## src/rtl/ctrl_pipe.sv

```systemverilog
// Pipelined RV32I control decoder: decodes the ID-stage opcode into a control word,
// carries it through ID/EX, EX/MEM and MEM/WB, and handles load-use stalls, flushes and perf counters.
module ctrl_pipe #(
    parameter int CTRL_WIDTH = 16,
    parameter bit EXT_EN     = 1'b1,
    parameter int PERF_WIDTH = 16
) (
    input  logic                  clk_i,
    input  logic                  rst_i,
    input  logic [31:0]           instr_i,
    input  logic                  instr_valid_i,
    input  logic                  flush_i,
    output logic                  stall_o,
    output logic                  illegal_o,
    output logic [CTRL_WIDTH-1:0] ctrl_ex_o,
    output logic [CTRL_WIDTH-1:0] ctrl_mem_o,
    output logic [CTRL_WIDTH-1:0] ctrl_wb_o,
    output logic [4:0]            rd_ex_o,
    output logic [PERF_WIDTH-1:0] stall_cnt_o,
    output logic [PERF_WIDTH-1:0] flush_cnt_o
);

    localparam logic [6:0] OP_R      = 7'b0110011;
    localparam logic [6:0] OP_I      = 7'b0010011;
    localparam logic [6:0] OP_LOAD   = 7'b0000011;
    localparam logic [6:0] OP_STORE  = 7'b0100011;
    localparam logic [6:0] OP_BRANCH = 7'b1100011;
    localparam logic [6:0] OP_JAL    = 7'b1101111;
    localparam logic [6:0] OP_JALR   = 7'b1100111;
    localparam logic [6:0] OP_LUI    = 7'b0110111;
    localparam logic [6:0] OP_AUIPC  = 7'b0010111;

    localparam logic [11:0] F_MEM_TO_REG = 12'h001;
    localparam logic [11:0] F_REG_WR     = 12'h002;
    localparam logic [11:0] F_MEM_WE     = 12'h004;
    localparam logic [11:0] F_MEM_RE     = 12'h008;
    localparam logic [11:0] F_BRANCH     = 12'h010;
    localparam logic [11:0] F_ALUSRC     = 12'h020;
    localparam logic [11:0] ALU_BRANCH   = 12'h040;
    localparam logic [11:0] ALU_FUNCT    = 12'h080;
    localparam logic [11:0] F_JUMP       = 12'h100;
    localparam logic [11:0] F_LUI        = 12'h200;
    localparam logic [11:0] F_AUIPC      = 12'h400;

    localparam int B_MEM_RE = 3;
    localparam int B_VALID  = 11;

    localparam logic [PERF_WIDTH-1:0] PERF_ONE = {{(PERF_WIDTH-1){1'b0}}, 1'b1};

    function automatic logic [PERF_WIDTH-1:0] sat_inc(input logic [PERF_WIDTH-1:0] v);
        return (&v) ? v : v + PERF_ONE;
    endfunction

    logic [6:0]            opcode;
    logic [4:0]            rs1;
    logic [4:0]            rs2;
    logic [11:0]           dec_word;
    logic [4:0]            dec_rd;
    logic                  dec_legal;
    logic                  uses_rs1;
    logic                  uses_rs2;
    logic                  illegal_dec;
    logic                  hazard;
    logic                  unused_instr_bits;

    logic [CTRL_WIDTH-1:0] ctrl_p0;
    logic [CTRL_WIDTH-1:0] ctrl_p1;
    logic [CTRL_WIDTH-1:0] ctrl_p2;
    logic [4:0]            rd_p0;
    logic                  illegal_p0;
    logic [PERF_WIDTH-1:0] stall_cnt;
    logic [PERF_WIDTH-1:0] flush_cnt;

    assign opcode            = instr_i[6:0];
    assign rs1               = instr_i[19:15];
    assign rs2               = instr_i[24:20];
    assign unused_instr_bits = ^{instr_i[31:25], instr_i[14:12]};

    always_comb begin
        dec_word  = '0;
        dec_rd    = instr_i[11:7];
        dec_legal = 1'b1;
        uses_rs1  = 1'b0;
        uses_rs2  = 1'b0;
        case (opcode)
            OP_R: begin
                dec_word = ALU_FUNCT | F_ALUSRC | F_REG_WR;
                uses_rs1 = 1'b1;
                uses_rs2 = 1'b1;
            end
            OP_I: begin
                dec_word = ALU_FUNCT | F_REG_WR;
                uses_rs1 = 1'b1;
            end
            OP_LOAD: begin
                dec_word = F_MEM_RE | F_REG_WR | F_MEM_TO_REG;
                uses_rs1 = 1'b1;
            end
            OP_STORE: begin
                dec_word = F_MEM_WE;
                dec_rd   = 5'd0;
                uses_rs1 = 1'b1;
                uses_rs2 = 1'b1;
            end
            OP_BRANCH: begin
                dec_legal = EXT_EN;
                dec_word  = ALU_BRANCH | F_ALUSRC | F_BRANCH;
                dec_rd    = 5'd0;
                uses_rs1  = 1'b1;
                uses_rs2  = 1'b1;
            end
            OP_JAL: begin
                dec_legal = EXT_EN;
                dec_word  = F_JUMP | F_REG_WR;
            end
            OP_JALR: begin
                dec_legal = EXT_EN;
                dec_word  = F_JUMP | F_REG_WR;
                uses_rs1  = 1'b1;
            end
            OP_LUI: begin
                dec_legal = EXT_EN;
                dec_word  = F_LUI | F_REG_WR;
            end
            OP_AUIPC: begin
                dec_legal = EXT_EN;
                dec_word  = F_AUIPC | F_REG_WR;
            end
            default: dec_legal = 1'b0;
        endcase

        if (!dec_legal) begin
            dec_word = '0;
            dec_rd   = 5'd0;
            uses_rs1 = 1'b0;
            uses_rs2 = 1'b0;
        end else begin
            dec_word[B_VALID] = instr_valid_i;
        end
        if (!instr_valid_i) begin
            dec_rd = 5'd0;
        end
    end

    assign illegal_dec = !dec_legal && instr_valid_i;

    // Load-use hazard: a load in EX writes a register the ID instruction reads
    always_comb begin
        hazard = ctrl_p0[B_VALID] && ctrl_p0[B_MEM_RE] && (rd_p0 != 5'd0)
                 && ((uses_rs1 && (rs1 == rd_p0)) || (uses_rs2 && (rs2 == rd_p0)))
                 && instr_valid_i && !flush_i;
    end

    assign stall_o = hazard;

    // ID/EX, EX/MEM, MEM/WB stage registers
    always_ff @(posedge clk_i) begin
        if (rst_i) begin
            ctrl_p0    <= '0;
            ctrl_p1    <= '0;
            ctrl_p2    <= '0;
            rd_p0      <= 5'd0;
            illegal_p0 <= 1'b0;
        end else begin
            ctrl_p2 <= ctrl_p1;
            ctrl_p1 <= ctrl_p0;
            if (hazard || flush_i) begin
                ctrl_p0 <= '0;
                rd_p0   <= 5'd0;
            end else begin
                ctrl_p0 <= CTRL_WIDTH'(dec_word);
                rd_p0   <= dec_rd;
            end
            illegal_p0 <= illegal_dec && !flush_i && !hazard;
        end
    end

    // Saturating performance counters
    always_ff @(posedge clk_i) begin
        if (rst_i) begin
            stall_cnt <= '0;
            flush_cnt <= '0;
        end else begin
            if (hazard) begin
                stall_cnt <= sat_inc(stall_cnt);
            end
            if (flush_i) begin
                flush_cnt <= sat_inc(flush_cnt);
            end
        end
    end

    assign ctrl_ex_o   = ctrl_p0;
    assign ctrl_mem_o  = ctrl_p1;
    assign ctrl_wb_o   = ctrl_p2;
    assign rd_ex_o     = rd_p0;
    assign illegal_o   = illegal_p0;
    assign stall_cnt_o = stall_cnt;
    assign flush_cnt_o = flush_cnt;

endmodule
```

## config.mk

```make
export PLATFORM = sky130hd
export DESIGN_NAME = ctrl_pipe
export DESIGN_NICKNAME = d
export VERILOG_FILES = /design/src/rtl/ctrl_pipe.sv
export SDC_FILE = /design/constraint.sdc
export NUM_CORES = 1
export LEC_CHECK = 0
export CAP_MARGIN = 20
export CORE_UTILIZATION = 43
export CTS_CLUSTER_DIAMETER = 80
export DETAILED_ROUTE_END_ITERATION = 10
export PLACE_DENSITY = 0.81
export SLEW_MARGIN = 25
export SYNTH_ARGS = -nofsm -noshare
export SYNTH_HDL_FRONTEND = slang
export SYNTH_SLANG_ARGS = --single-unit
export TNS_END_PERCENT = 100
```

## constraint.sdc

```tcl
create_clock -name clk_i -period 3.1 [get_ports clk_i]
set_input_delay 0.465 -clock clk_i [delete_from_list [all_inputs] [get_ports clk_i]]
set_output_delay 0.465 -clock clk_i [all_outputs]
set_load 0.01 [all_outputs]
```

Fig. 1: gate families picked out
Drawn at 3 px/um.
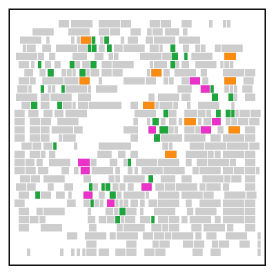
colour	family	cells
magenta	AND-OR and OR-AND gates	10
orange	multiplexers	9
green	NAND gates	40

Fig. 2: clock distribution
Drawn at 6 px/um.
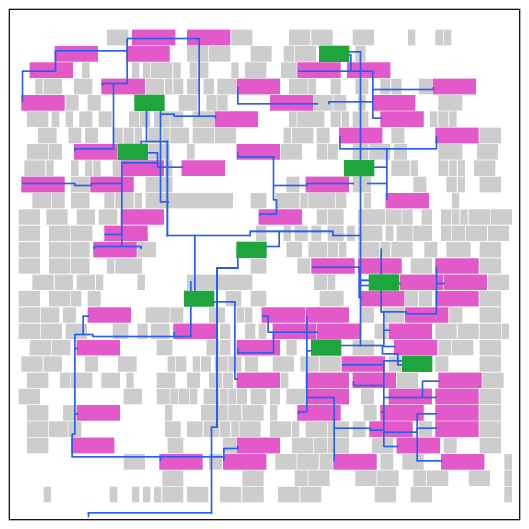
[blue] clock wires | length: 836 um
[magenta] flip-flops | count: 68
[green] cells driving clock nets | count: 9
routed clock nets	10
flops lie	widely spread

Fig. 3: routed metal, one colour a layer
Drawn at 3 px/um.
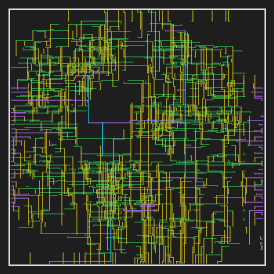
colour	layer	wire length
purple	met3	386 um
cyan	met4	117 um
yellow	met2	3,110 um
green	met1	2,880 um

==> results.py <==
# Flow results
metrics = {
    "grt": {
        "met3_usage": 0.0467,
        "track_usage": 0.184,
        "grt_pass1_wl_um": 10500,
    },
    "pwr": {
        "top_power_group": "registers",
        "p_leak_nw": 1.60,
        "total_power_w": 0.00180,
    },
    "yosys": {
        "muxShareOfSynthArea": 0.0331,
        "synthDistinctLibCells": 44,
        "logic_family": "simple AND/OR/NAND/NOR gates",
        "synth-xor-area-share": 0.0683,
        "ys_cells": 324,
        "syn-instance-count": 324,
        "ys_warn_count": 0,
        "edf_count": 0,
        "simple_gate_share": 0.270,
        "async_flop_share": 0,
    },
    "outcome": {
        "status": "complete, but fails checks",
        "violations": "DRC",
    },
    "cells_and_area": {
        "inverters_excl_clock": 7,
        "largest_class": "multi-input combinational cells",
        "diodes": 0,
        "comb-cell-share": 0.337,
        "drive_above_1_share": 0.0676,
        "nNonClkBuffers": 108,
        "layout.cells.non_filler": 506,
        "combGateArea_um2": 1410,
    },
    "place": {
        "place_ws_ps": 143,
        "dp_hpwl_um": 4780,
        "place_inst": 490,
    },
    "critical_path": {
        "cp.required_ps": 2630,
        "path_delay_family": "AND-OR/OR-AND gates",
        "cp_num_buf_inv": 2,
        "rr_worst_depth": 7,
    },
    "detailed_routing": {
        "drc": 9,
        "drtAntennaViolNets": 0,
        "wl_met1_um": 2880,
        "wl_met2_um": 3110,
        "highest_layer": "met4",
    },
    "clock_network": {
        "numCtsBuffers": 9,
        "cts_setup_buffers": 0,
        "postCtsHoldBufs": 0,
        "clock_latency_ps": 350,
    },
    "final_timing": {
        "layout_min_cycle_time_ps": 2560,
        "period_used_share": 0.826,
        "hold_viol": 0,
        "tightest_slew_ps": 689,
        "slew_viol_final": 0,
    },
    "floorplan": {
        "num_rows": 29,
    },
    "job": {
        "tool_warnings": 36,
    },
}
Power is estimated from default activity; no workload was simulated.
